<file path="src/rtl/snn_bitmap_loader.sv">
// SNN bitmap loader: unpacks a 784-bit image received as 98 bytes into the
// input-unit RAM, kicks the inference core, and returns the ASCII digit.
module snn_bitmap_loader (
  input  logic       clk,
  input  logic       rst_n,
  input  logic       rx_rdy,
  input  logic [7:0] rx_data,
  output logic       we_input_unit,
  output logic [9:0] addr_input_unit,
  output logic       d_input_unit,
  output logic       start,
  input  logic       done,
  input  logic [3:0] digit,
  output logic       tx_start,
  output logic [7:0] tx_data,
  input  logic       tx_busy,
  output logic       busy
);

  typedef enum logic [2:0] {
    IDLE,
    RX_WAIT,
    UNPACK,
    START,
    WAIT_DONE,
    TX
  } state_t;

  state_t     state;
  state_t     state_next;
  logic [9:0] bit_addr;
  logic [6:0] byte_cnt;
  logic [7:0] shift_reg;
  logic [3:0] digit_reg;
  logic       result_valid;
  logic       capture;
  logic       take_result;
  logic       send;
  logic       last_bit;
  logic       frame_end;

  // Every byte starts on an 8-aligned address, so the low three address bits
  // double as the bit-within-byte count; byte 97 bit 7 is address 783.
  assign last_bit  = (bit_addr[2:0] == 3'd7);
  assign frame_end = last_bit && (byte_cnt == 7'd97);

  // State register.
  always_ff @(posedge clk) begin
    if (!rst_n) begin
      state <= IDLE;
    end else begin
      state <= state_next;
    end
  end

  // Next-state decode and Moore/Mealy outputs.
  always_comb begin
    state_next    = state;
    capture       = 1'b0;
    take_result   = 1'b0;
    send          = 1'b0;
    we_input_unit = 1'b0;
    d_input_unit  = 1'b0;
    start         = 1'b0;
    tx_start      = 1'b0;
    busy          = 1'b1;
    case (state)
      IDLE, RX_WAIT: begin
        busy = 1'b0;
        if (rx_rdy) begin
          capture    = 1'b1;
          state_next = UNPACK;
        end
      end
      UNPACK: begin
        we_input_unit = 1'b1;
        d_input_unit  = shift_reg[0];
        if (last_bit) begin
          state_next = frame_end ? START : RX_WAIT;
        end
      end
      START: begin
        start      = 1'b1;
        state_next = WAIT_DONE;
      end
      WAIT_DONE: begin
        if (done) begin
          take_result = 1'b1;
          state_next  = TX;
        end
      end
      TX: begin
        if (!tx_busy) begin
          send       = 1'b1;
          tx_start   = 1'b1;
          state_next = IDLE;
        end
      end
      default: begin
        state_next = IDLE;
      end
    endcase
  end

  // Shift register, address/byte counters and captured result.
  always_ff @(posedge clk) begin
    if (!rst_n) begin
      bit_addr     <= 10'd0;
      byte_cnt     <= 7'd0;
      shift_reg    <= 8'd0;
      digit_reg    <= 4'd0;
      result_valid <= 1'b0;
    end else begin
      if (capture) begin
        shift_reg <= rx_data;
      end
      if (state == UNPACK) begin
        shift_reg <= {1'b0, shift_reg[7:1]};
        bit_addr  <= bit_addr + 10'd1;
        if (last_bit) begin
          byte_cnt <= byte_cnt + 7'd1;
        end
      end
      if (take_result) begin
        digit_reg    <= digit;
        result_valid <= 1'b1;
      end
      if (send) begin
        bit_addr <= 10'd0;
        byte_cnt <= 7'd0;
      end
    end
  end

  assign addr_input_unit = bit_addr;
  // Result byte only changes when a new result is captured on TX entry.
  assign tx_data = result_valid ? (8'h30 + {4'h0, digit_reg}) : 8'h00;

endmodule

</file>
<file path="config.mk">
export PLATFORM = sky130hd
export DESIGN_NAME = snn_bitmap_loader
export DESIGN_NICKNAME = d
export VERILOG_FILES = /design/src/rtl/snn_bitmap_loader.sv
export SDC_FILE = /design/constraint.sdc
export NUM_CORES = 1
export LEC_CHECK = 0
export CORE_MARGIN = 3
export CORE_UTILIZATION = 55
export CTS_CLUSTER_DIAMETER = 60
export DETAILED_ROUTE_END_ITERATION = 6
export DONT_BUFFER_PORTS = 1
export PLACE_DENSITY = 0.7
export SYNTH_ARGS = -nofsm -noshare
export SYNTH_HDL_FRONTEND = slang
export SYNTH_SLANG_ARGS = --single-unit
</file>
<file path="constraint.sdc">
create_clock -name clk -period 2.1 [get_ports clk]
set_input_delay 0.21 -clock clk [delete_from_list [all_inputs] [get_ports clk]]
set_output_delay 0.21 -clock clk [all_outputs]
set_load 0.02 [all_outputs]
</file>
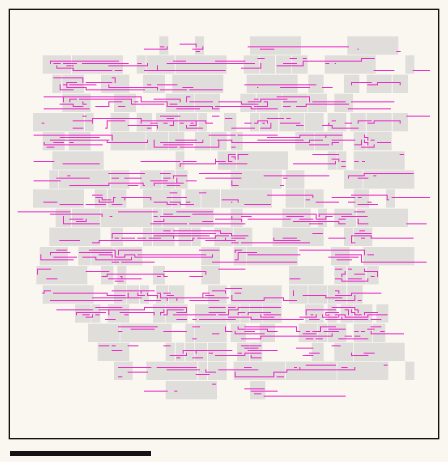
*Metal 1*
The bar under the picture is 20 um long. Cells faint in the background.
longest straight run = 17.5 um
nets with wire on the layer = 189
wire length on this layer = 1540 um
share of all routed wire = 42%
main direction = horizontal
via count: 1418
final WL: 3.64 mm
met1 Usage GRT: 0.256

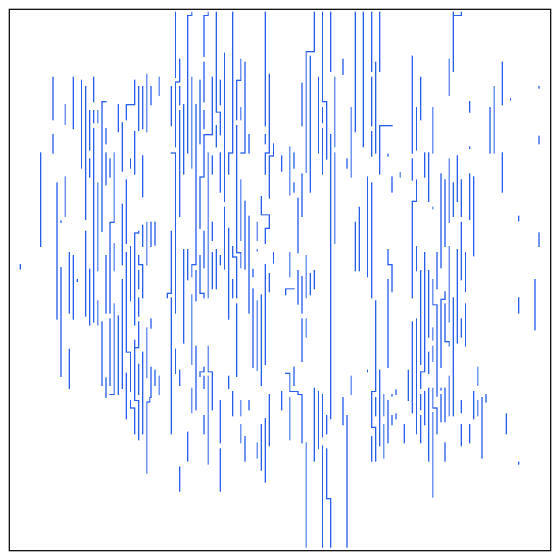
*Metal 2*
longest straight run = 32.0 um
share of all routed wire = 50%
met2 usage: 0.344

==> area by class of cell <==
cell class / count / area share
tap: 31 / 0.0220
multi-input combinational: 133 / 0.511
timing repair buffer: 9 / 0.0397
sequential: 33 / 0.375
clock inverter: 1 / 0.00284
clock buffer: 7 / 0.0369
inverter: 6 / 0.0128
==> metal layers <==
layer / up-vias / track usage / wire length [um]
li1: 689 / - / -
met1: 676 / 0.256 / 1540
met2: 44 / 0.344 / 1810
met3: 9 / 0.0809 / 248
met4: 0 / 0.0898 / 42
met5: - / 0 / 0
==> worst paths after layout <==
path                      start  slack, ns           end
max                    state[2]       0.24  d_input_unit
min                       rst_n       0.02      state[1]
max reg2reg  addr_input_unit[0]       0.28   byte_cnt[5]
min reg2reg        shift_reg[7]       0.50  shift_reg[7]
==> results_dict.tcl <==
# flow metrics
set metrics [dict create \
    status "complete, no violations" \
    holdWs_ns 0.0174 \
    gp_congestion 0.800 \
    path_clk_slew_ns 0.10 \
    tns_ns 0 \
    grt_max_degree 25 \
    fin_crit_sh 0.885 \
    syn_avg_cell_area_um2 8.88 \
    skew_ns 0.00677 \
    simple_gate_share 0.255 \
    dp.cells 211 \
    worst_r2r_path_depth 5 \
    areaGrowthSynthToFinish_pct 6.74 \
    cpPeakStageDelay_ns 0.49 \
    clk-power_mw 0.413 \
    grt_setup_unrepaired "false" \
    ys_seq_share 0.400 \
    synthAdderAreaFrac 0.0303 \
    fillCellCount 245 \
    openroad.warnings 27 \
    power_leakage_nw 0.620 \
    rows 19 \
    slew_viol_final 0 \
    ys_ff 33 \
    xor_share 0.0106 \
    io_buffer_count 0 \
    antenna_found_initial 0 \
    initial_core_util 0.589 \
    required_ns 1.89 \
    async_flop_share 0 \
    synth_cells 186 \
    final_nets 209 \
    cts_hold_buffers 1 \
    ir_drop_mv 0.466 \
    setup_viol 0 \
    combGateArea_um2 901 \
    largest_reg_flops 10 \
]
